--- src/rtl/mem_arb_pkg.sv ---
// ----------------------------------------------------------------------------
// mem_arb_pkg
// Types and constants shared by the memory port arbiter and its winner-select
// helper.
//   arb_state_e : arbiter FSM state (idle / one access outstanding)
//   arb_owner_e : which requester owns the outstanding access
//   MSZ_*       : access size encoding, identical to the CPU store-size field
// ----------------------------------------------------------------------------
package mem_arb_pkg;

    typedef enum logic [0:0] {
        ARB_IDLE = 1'b0,
        ARB_BUSY = 1'b1
    } arb_state_e;

    typedef enum logic [0:0] {
        OWN_IF = 1'b0,
        OWN_D  = 1'b1
    } arb_owner_e;

    localparam logic [1:0] MSZ_NONE = 2'b00;
    localparam logic [1:0] MSZ_B    = 2'b01;
    localparam logic [1:0] MSZ_H    = 2'b10;
    localparam logic [1:0] MSZ_W    = 2'b11;

    // A data request carrying size 00 describes no access and must never win.
    function automatic logic size_is_access(input logic [1:0] size);
        return (size != MSZ_NONE);
    endfunction

endpackage

--- src/rtl/mem_arb_pick.sv ---
// ----------------------------------------------------------------------------
// mem_arb_pick
// Combinational winner select between the fetch and data requesters.
// Ports:
//   if_req      in  fetch request present
//   d_req       in  data request present (already qualified by size)
//   eligible    in  the arbiter may issue an access this cycle
//   streak_full in  data has won MAX_D_STREAK times in a row while fetch waited
//   if_win      out fetch is granted this cycle
//   d_win       out data is granted this cycle
// At most one of if_win / d_win is ever high.
// ----------------------------------------------------------------------------
module mem_arb_pick (
    input  logic if_req,
    input  logic d_req,
    input  logic eligible,
    input  logic streak_full,
    output logic if_win,
    output logic d_win
);

    // Data has priority unless fetch has been starved for a full streak.
    always_comb begin
        if_win = 1'b0;
        d_win  = 1'b0;
        if (eligible) begin
            if (d_req && !(if_req && streak_full)) begin
                d_win = 1'b1;
            end else if (if_req) begin
                if_win = 1'b1;
            end else begin
                if_win = 1'b0;
                d_win  = 1'b0;
            end
        end else begin
            if_win = 1'b0;
            d_win  = 1'b0;
        end
    end

endmodule

--- src/rtl/mem_port_arbiter.sv ---
// ----------------------------------------------------------------------------
// mem_port_arbiter
// Shares one single-port, fixed-latency memory between the CPU fetch port and
// data port. Accesses are serialised; read data is steered back to whichever
// requester issued the access.
// Parameters:
//   MEM_LAT      cycles from o_m_en to i_m_rdata valid (>=1)
//   MAX_D_STREAK max consecutive data grants while fetch waits (>=1)
// Ports:
//   i_clk, i_rst                   clock, synchronous active-high reset
//   i_if_req/i_if_addr             fetch request and word address
//   o_if_gnt/o_if_valid/o_if_rdata fetch accept (comb), completion pulse, data
//   i_d_req/i_d_we/i_d_size/
//   i_d_addr/i_d_wdata             data request and its attributes
//   o_d_gnt/o_d_valid/o_d_rdata    data accept (comb), completion pulse, data
//   o_m_en/o_m_we/o_m_size/
//   o_m_addr/o_m_wdata             memory command, all zero when o_m_en=0
//   i_m_rdata                      memory read data, MEM_LAT cycles after o_m_en
// ----------------------------------------------------------------------------
module mem_port_arbiter
    import mem_arb_pkg::*;
#(
    parameter int MEM_LAT      = 1,
    parameter int MAX_D_STREAK = 4
) (
    input  logic        i_clk,
    input  logic        i_rst,
    input  logic        i_if_req,
    input  logic [31:0] i_if_addr,
    output logic        o_if_gnt,
    output logic        o_if_valid,
    output logic [31:0] o_if_rdata,
    input  logic        i_d_req,
    input  logic        i_d_we,
    input  logic [1:0]  i_d_size,
    input  logic [31:0] i_d_addr,
    input  logic [31:0] i_d_wdata,
    output logic        o_d_gnt,
    output logic        o_d_valid,
    output logic [31:0] o_d_rdata,
    output logic        o_m_en,
    output logic        o_m_we,
    output logic [1:0]  o_m_size,
    output logic [31:0] o_m_addr,
    output logic [31:0] o_m_wdata,
    input  logic [31:0] i_m_rdata
);

    localparam int LAT_W = $clog2(MEM_LAT + 1);
    localparam int STR_W = $clog2(MAX_D_STREAK + 1);

    localparam logic [LAT_W-1:0] LAT_ZERO = LAT_W'(0);
    localparam logic [LAT_W-1:0] LAT_ONE  = LAT_W'(1);
    localparam logic [LAT_W-1:0] LAT_LOAD = LAT_W'(MEM_LAT);
    localparam logic [STR_W-1:0] STR_ZERO = STR_W'(0);
    localparam logic [STR_W-1:0] STR_ONE  = STR_W'(1);
    localparam logic [STR_W-1:0] STR_MAX  = STR_W'(MAX_D_STREAK);

    arb_state_e       state_r,    state_s;
    arb_owner_e       owner_r,    owner_s;
    logic             owner_we_r, owner_we_s;
    logic [LAT_W-1:0] lat_cnt_r,  lat_cnt_s;
    logic [STR_W-1:0] d_streak_r, d_streak_s;

    logic eligible_s;
    logic done_s;
    logic d_req_ok_s;
    logic streak_full_s;
    logic if_win_s;
    logic d_win_s;

    // Issue window and completion both occur on the last latency cycle, which
    // is what allows back-to-back issue; reset masks both.
    always_comb begin
        eligible_s    = 1'b0;
        done_s        = 1'b0;
        d_req_ok_s    = i_d_req && size_is_access(i_d_size);
        streak_full_s = (d_streak_r == STR_MAX);
        if (i_rst) begin
            eligible_s = 1'b0;
            done_s     = 1'b0;
        end else begin
            eligible_s = (state_r == ARB_IDLE) || (lat_cnt_r == LAT_ONE);
            done_s     = (state_r == ARB_BUSY) && (lat_cnt_r == LAT_ONE);
        end
    end

    mem_arb_pick u_pick (
        .if_req      (i_if_req),
        .d_req       (d_req_ok_s),
        .eligible    (eligible_s),
        .streak_full (streak_full_s),
        .if_win      (if_win_s),
        .d_win       (d_win_s)
    );

    // Next-state logic: latency countdown, then a fresh grant overrides it.
    always_comb begin
        state_s    = state_r;
        owner_s    = owner_r;
        owner_we_s = owner_we_r;
        lat_cnt_s  = lat_cnt_r;
        case (state_r)
            ARB_IDLE: begin
                lat_cnt_s = LAT_ZERO;
            end
            ARB_BUSY: begin
                if (lat_cnt_r == LAT_ONE) begin
                    state_s   = ARB_IDLE;
                    lat_cnt_s = LAT_ZERO;
                end else begin
                    lat_cnt_s = lat_cnt_r - LAT_ONE;
                end
            end
            default: begin
                state_s   = ARB_IDLE;
                lat_cnt_s = LAT_ZERO;
            end
        endcase
        if (if_win_s || d_win_s) begin
            state_s    = ARB_BUSY;
            lat_cnt_s  = LAT_LOAD;
            owner_s    = d_win_s ? OWN_D : OWN_IF;
            owner_we_s = d_win_s && i_d_we;
        end else begin
            owner_s    = owner_r;
            owner_we_s = owner_we_r;
        end
    end

    // Data streak: any cycle without a waiting fetch, or a fetch grant, clears it.
    always_comb begin
        d_streak_s = d_streak_r;
        if (!i_if_req || if_win_s) begin
            d_streak_s = STR_ZERO;
        end else if (d_win_s && !streak_full_s) begin
            d_streak_s = d_streak_r + STR_ONE;
        end else begin
            d_streak_s = d_streak_r;
        end
    end

    // State registers with synchronous reset; reset drops any outstanding access.
    always_ff @(posedge i_clk) begin
        if (i_rst) begin
            state_r    <= ARB_IDLE;
            owner_r    <= OWN_IF;
            owner_we_r <= 1'b0;
            lat_cnt_r  <= LAT_ZERO;
            d_streak_r <= STR_ZERO;
        end else begin
            state_r    <= state_s;
            owner_r    <= owner_s;
            owner_we_r <= owner_we_s;
            lat_cnt_r  <= lat_cnt_s;
            d_streak_r <= d_streak_s;
        end
    end

    // Memory command is driven in the grant cycle and held at zero otherwise.
    always_comb begin
        o_if_gnt  = if_win_s;
        o_d_gnt   = d_win_s;
        o_m_en    = 1'b0;
        o_m_we    = 1'b0;
        o_m_size  = MSZ_NONE;
        o_m_addr  = 32'h0000_0000;
        o_m_wdata = 32'h0000_0000;
        if (d_win_s) begin
            o_m_en    = 1'b1;
            o_m_we    = i_d_we;
            o_m_size  = i_d_size;
            o_m_addr  = i_d_addr;
            o_m_wdata = i_d_we ? i_d_wdata : 32'h0000_0000;
        end else if (if_win_s) begin
            o_m_en    = 1'b1;
            o_m_we    = 1'b0;
            o_m_size  = MSZ_W;
            o_m_addr  = i_if_addr;
            o_m_wdata = 32'h0000_0000;
        end else begin
            o_m_en    = 1'b0;
        end
    end

    // Completion steering: rdata is forced to zero outside the valid pulse and
    // for store completions.
    always_comb begin
        o_if_valid = 1'b0;
        o_if_rdata = 32'h0000_0000;
        o_d_valid  = 1'b0;
        o_d_rdata  = 32'h0000_0000;
        if (done_s && (owner_r == OWN_IF)) begin
            o_if_valid = 1'b1;
            o_if_rdata = i_m_rdata;
        end else if (done_s && (owner_r == OWN_D)) begin
            o_d_valid  = 1'b1;
            o_d_rdata  = owner_we_r ? 32'h0000_0000 : i_m_rdata;
        end else begin
            o_if_valid = 1'b0;
            o_d_valid  = 1'b0;
        end
    end

endmodule

--- config.mk ---
export PLATFORM = sky130hd
export DESIGN_NAME = mem_port_arbiter
export DESIGN_NICKNAME = d
export VERILOG_FILES = /design/src/rtl/mem_arb_pkg.sv /design/src/rtl/mem_arb_pick.sv /design/src/rtl/mem_port_arbiter.sv
export SDC_FILE = /design/constraint.sdc
export NUM_CORES = 1
export LEC_CHECK = 0
export CAP_MARGIN = 20
export CELL_PAD_IN_SITES_DETAIL_PLACEMENT = 0
export CELL_PAD_IN_SITES_GLOBAL_PLACEMENT = 2
export CORE_MARGIN = 4
export CORE_UTILIZATION = 10
export DETAILED_ROUTE_END_ITERATION = 10
export GPL_TIMING_DRIVEN = 0
export PLACE_DENSITY_LB_ADDON = 0.1
export SETUP_SLACK_MARGIN = 0.2
export SLEW_MARGIN = 15
export SYNTH_ARGS = -nofsm -noshare
export SYNTH_HDL_FRONTEND = slang
export SYNTH_SLANG_ARGS = --single-unit
--- constraint.sdc ---
create_clock -name i_clk -period 3.1 [get_ports i_clk]
set_clock_uncertainty 0.15 [all_clocks]
set_input_delay 0.775 -clock i_clk [delete_from_list [all_inputs] [get_ports i_clk]]
set_output_delay 0.775 -clock i_clk [all_outputs]
set_load 0.01 [all_outputs]
m2.png
(3 px per um)
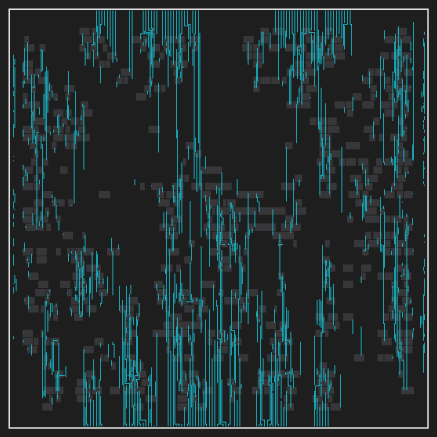
The longest straight run is 51.8 um. 593 nets have wire on it. The layer carries 5,800 um of wire. The wires run mostly vertical.

clock_wires.png
(3 px per um)
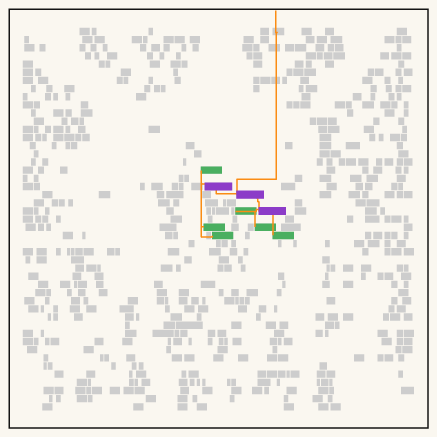
clock wires: marked orange, length 165 um. clock-net drivers: marked purple, count 3. flip-flops: marked green, count 6.
There are 4 routed clock nets. Position of the flops: middle.

port_trees.png
(3 px per um)
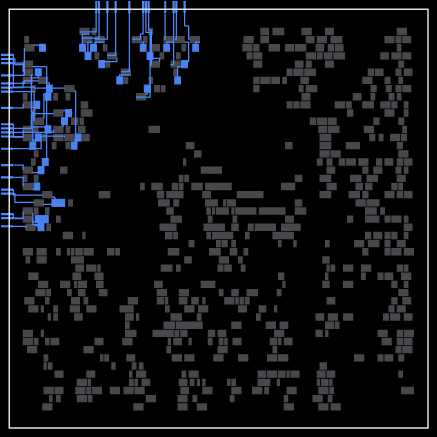
i_d_wdata: marked blue, bits 32, direction input, edge 20 left, 12 top, end cells 32, buffers 32, wire 606 um.

clock_nets.png
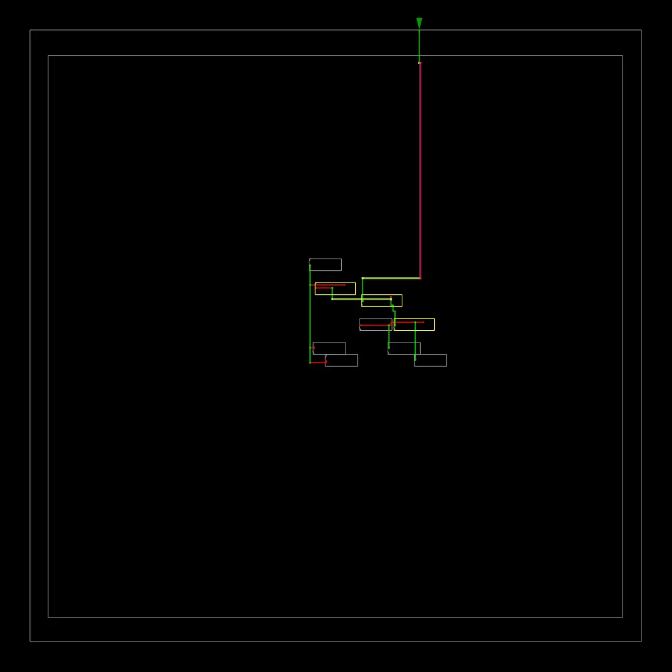
Num CTS Buffers: 3
TritonCTS Sinks: 6
registers: 6
Clock Latency Late Sink: 0.23 ns

class_map.png
(3 px per um) Fill, decap, tap and diode cells in grey.
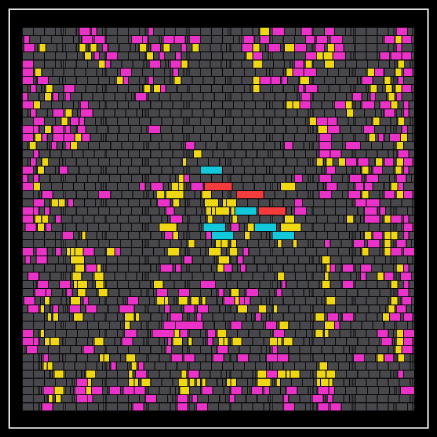
remaining logic cells: marked yellow, cells 230, share of their area 34%. registers: marked cyan, cells 6, share of their area 2.7%. clock-net drivers: marked red, cells 3, share of their area 1.7%. remaining buffers and delay cells: marked magenta, cells 320, share of their area 61%.

registers in the layout, indices dropped and copies added, names as in the netlist:
signal,count
owner_r,1
lat_cnt_r,1
owner_we_r,1
d_streak_r,3
layout make-up:
class                   count  share of cell area [%]
inverters                   3                  0.2383
plain buffers              32                   6.197
clock buffers               3                   1.589
well taps                 220                   5.826
repair buffers            288                   51.67
multi-input cells         227                   31.94
flip-flops and latches      6                   2.542
power by group through the flow:
stage               Clock (mW)  Sequential, mW  Combinational [mW]
floorplan                    0          0.0836               0.146
global placement             0          0.0841               0.481
detailed placement           0          0.0842               0.482
CTS                      0.210          0.0835               0.480
global route             0.215          0.0837               0.509
finish                   0.206          0.0834               0.470
tightest hold or removal path, cell delays in order (launching register included):
cell and delay [ns]:
dfxtp_1 0.33, nand2b_1 0.08, a21oi_1 0.06
worst min-delay path by stage:
stage                       start       to  slack [ns]  cells after the start
after floorplan           owner_r  owner_r        0.32                      2
final                     owner_r  owner_r        0.38                      2
after global routing      owner_r  owner_r        0.39                      2
after CTS                 owner_r  owner_r        0.38                      2
after detailed placement  owner_r  owner_r        0.35                      2
after global placement    owner_r  owner_r        0.34                      2
cells by family after synthesis:
logic type,share of synthesized area [%]
AOI/OAI and AO/OA,14.71
buffers and inverters,8.666
DFF,6.992
xor gates and xnor gates,0.5099
and+or+nand+nor,67.66
adders and majority gates,1.456
per-stage QoR:
step | TNS (ns) | instances | hold slack, ns
5_1_grt | 0 | 779 | 0.3937
2_1_floorplan | 0 | 268 | 0.3206
3_3_place_gp | -87.57 | 758 | 0.3382
3_5_place_dp | -89.20 | 758 | 0.3528
6_report | 0 | 779 | 0.3771
4_1_cts | 0 | 774 | 0.3757
layer usage:
| layer | vias up | track usage, % | share of wire, % |
|---|---|---|---|
| li1 | 1526 | - | - |
| met2 | 174 | 19.92 | 49 |
| met1 | 1385 | 13.22 | 41 |
| met4 | 0 | 2.163 | 1.2 |
| met3 | 8 | 3.448 | 8.7 |
| met5 | - | 0 | 0 |
layout by cell type, fill, tap and decap left out, types with 3 or more instances in the layout:
master / count
and2_1: 58
and2_4: 7
and3_1: 32
buf_2: 45
buf_4: 14
buf_6: 27
clkbuf_16: 4
clkbuf_2: 46
clkbuf_4: 3
clkbuf_8: 4
clkdlybuf4s15_1: 5
clkdlybuf4s15_2: 4
clkdlybuf4s50_1: 132
dfxtp_1: 6
dlygate4sd2_1: 34
inv_1: 3
nand2_1: 33
nand2b_1: 4
nand4b_1: 32
nor3_1: 3
o21ai_0: 11
o21ai_1: 8
o31ai_1: 15
timing repair:
| item | 4_1_cts | 5_1_grt |
|---|---|---|
| endpoints found under the setup margin | 136 | 79 |
| cloned | 1 | 0 |
| setup buffers | 12 | 5 |
| gates resized | 385 | 123 |
| endpoints found under the hold margin | 0 | 0 |
| pin swaps | 5 | 6 |
==> impl_metrics.env <==
# source this file to load flow results
export IMPL_yosysChipArea_sq_um=1718
export IMPL_ant_nets=0
export IMPL_cp_depth=8
export IMPL_pwr_share_clk_pct=27.1
export IMPL_drive_gt1_share_pct=29.70
export IMPL_hold_viol=0
export IMPL_path_clk_slew_ns=0.03
export IMPL_vias=3093
export IMPL_die_w_um=139.1
export IMPL_top_area_share_pct=23.67
export IMPL_worst_slew_pin_slew_ns=0.4589
export IMPL_dpl_cell_area_sq_um=4696
export IMPL_antenna_found_initial=0
export IMPL_ys_async_sr_fraction_pct=0
export IMPL_ff_type="dfxtp_1"
export IMPL_critPathKind="in -> out"
export IMPL_postCtsHoldBufs=0
export IMPL_maxCapViolCount=0
export IMPL_cp_start_kind="primary input"
export IMPL_switchingPower_mw=0.2271
export IMPL_syn_to_final_growth_pct=175.0
export IMPL_grt_pass1_vias=3048
export IMPL_gp_congestion=0.7327
export IMPL_cpLargestDelayFamily="buffers and inverters"
export IMPL_cts_tree="done"
export IMPL_synth_flops=6
export IMPL_synth_most_common_cell="and2_1"
export IMPL_place_hpwl_mm=9.872
export IMPL_setup_slack_ns=0.2117
export IMPL_crit_slowest_cell="clkdlybuf4s15_2"
export IMPL_ys_cells=268
export IMPL_common_cells="and2_1 (65), nand2_1 (34), and3_1 (32), nand4b_1 (32), clkbuf_1 (18)"
export IMPL_cp_max_fo=10
export IMPL_swShare_pct=29.91
export IMPL_rsz0062_at_grt="yes"
export IMPL_wl_per_cell_um=15.24
export IMPL_placementRows=47
export IMPL_grt_pass1_wl_mm=17.55
export IMPL_syn_inst=268
export IMPL_reg2reg_depth=7
export IMPL_p_int_mw=0.5323
export IMPL_overflow=0
export IMPL_fp_util_pct=10.29
export IMPL_wl_mm=11.87
export IMPL_p_seq_share_pct=11.0
export IMPL_min_path_type="reg -> reg"
export IMPL_r2r_slack_ns=1.49
export IMPL_end_kind="primary output"
export IMPL_arrival_ns=1.96
export IMPL_yosysUniqueCellTypes=30
export IMPL_die_y_um=139.1
export IMPL_ir_drop_uv=164.5
export IMPL_ios=271
export IMPL_cts_htree_levels=1
export IMPL_grt_use_total_pct=11.15
export IMPL_synth_edff_count=0
export IMPL_setup_viol=0
export IMPL_ys_seq_share_pct=6.992
export IMPL_outcome="finished, final reports clean"
export IMPL_max_freq_ghz=0.3462
export IMPL_fin_crit_sh_pct=93.17
export IMPL_period_minus_slack_ns=2.888
export IMPL_drt_iter0_drc=95
export IMPL_remaining_drc_errors=0
export IMPL_path_buffers=5
export IMPL_p_leak_nw=2.346
export IMPL_p_per_area_nw_per_um2=160.7
export IMPL_logic_area_sq_um=1509
export IMPL_final_max_slew_violation_count=0
export IMPL_r2r_start="d_streak_r[0]"
export IMPL_fillers=1875
export IMPL_slew_headroom_pct=69.41
export IMPL_area_leaders="and2_1 (24%), nand4b_1 (16%), and3_1 (12%)"
export IMPL_path_cells="clkdlybuf4s15_2, o21ai_4, buf_4, nor3_4, buf_6, buf_4, and3_1, buf_2"
export IMPL_seq_area_sq_um=120.1
export IMPL_warning_count=29
export IMPL_grt_max_degree=11
export IMPL_fin_area_sq_um=4725
export IMPL_critPathLaunch="i_d_size[1]"
export IMPL_worstPathRequired_ns=2.17
export IMPL_avgSynthCellArea_sq_um=6.410
export IMPL_fin_util_pct=28.29
export IMPL_die_area_sq_um=19340
export IMPL_yosysWarnings=0
export IMPL_r2r_end="owner_we_r"
export IMPL_synth_area_sq_um=1718
export IMPL_path_common_cell="buf_4"
export IMPL_synth_largest_area_cell="and2_1"
export IMPL_cts_buffer_depth=2
export IMPL_nNetsFinal=698
export IMPL_dp_slack_ns=-0.8109
export IMPL_synth_nets=405
export IMPL_antenna_cells=0
export IMPL_combPwrFrac_pct=62.0
export IMPL_cpPeakStageDelay_ns=0.21
export IMPL_firstDrtPassIters=4
export IMPL_crit_end="o_m_wdata[7]"
export IMPL_root_buffer="clkbuf_16"
export IMPL_p_total_mw=0.7594
export IMPL_viasPerCell=3.970
export IMPL_core_sq_um=16700
No activity file was given, so power comes from the tool's default toggle rates.
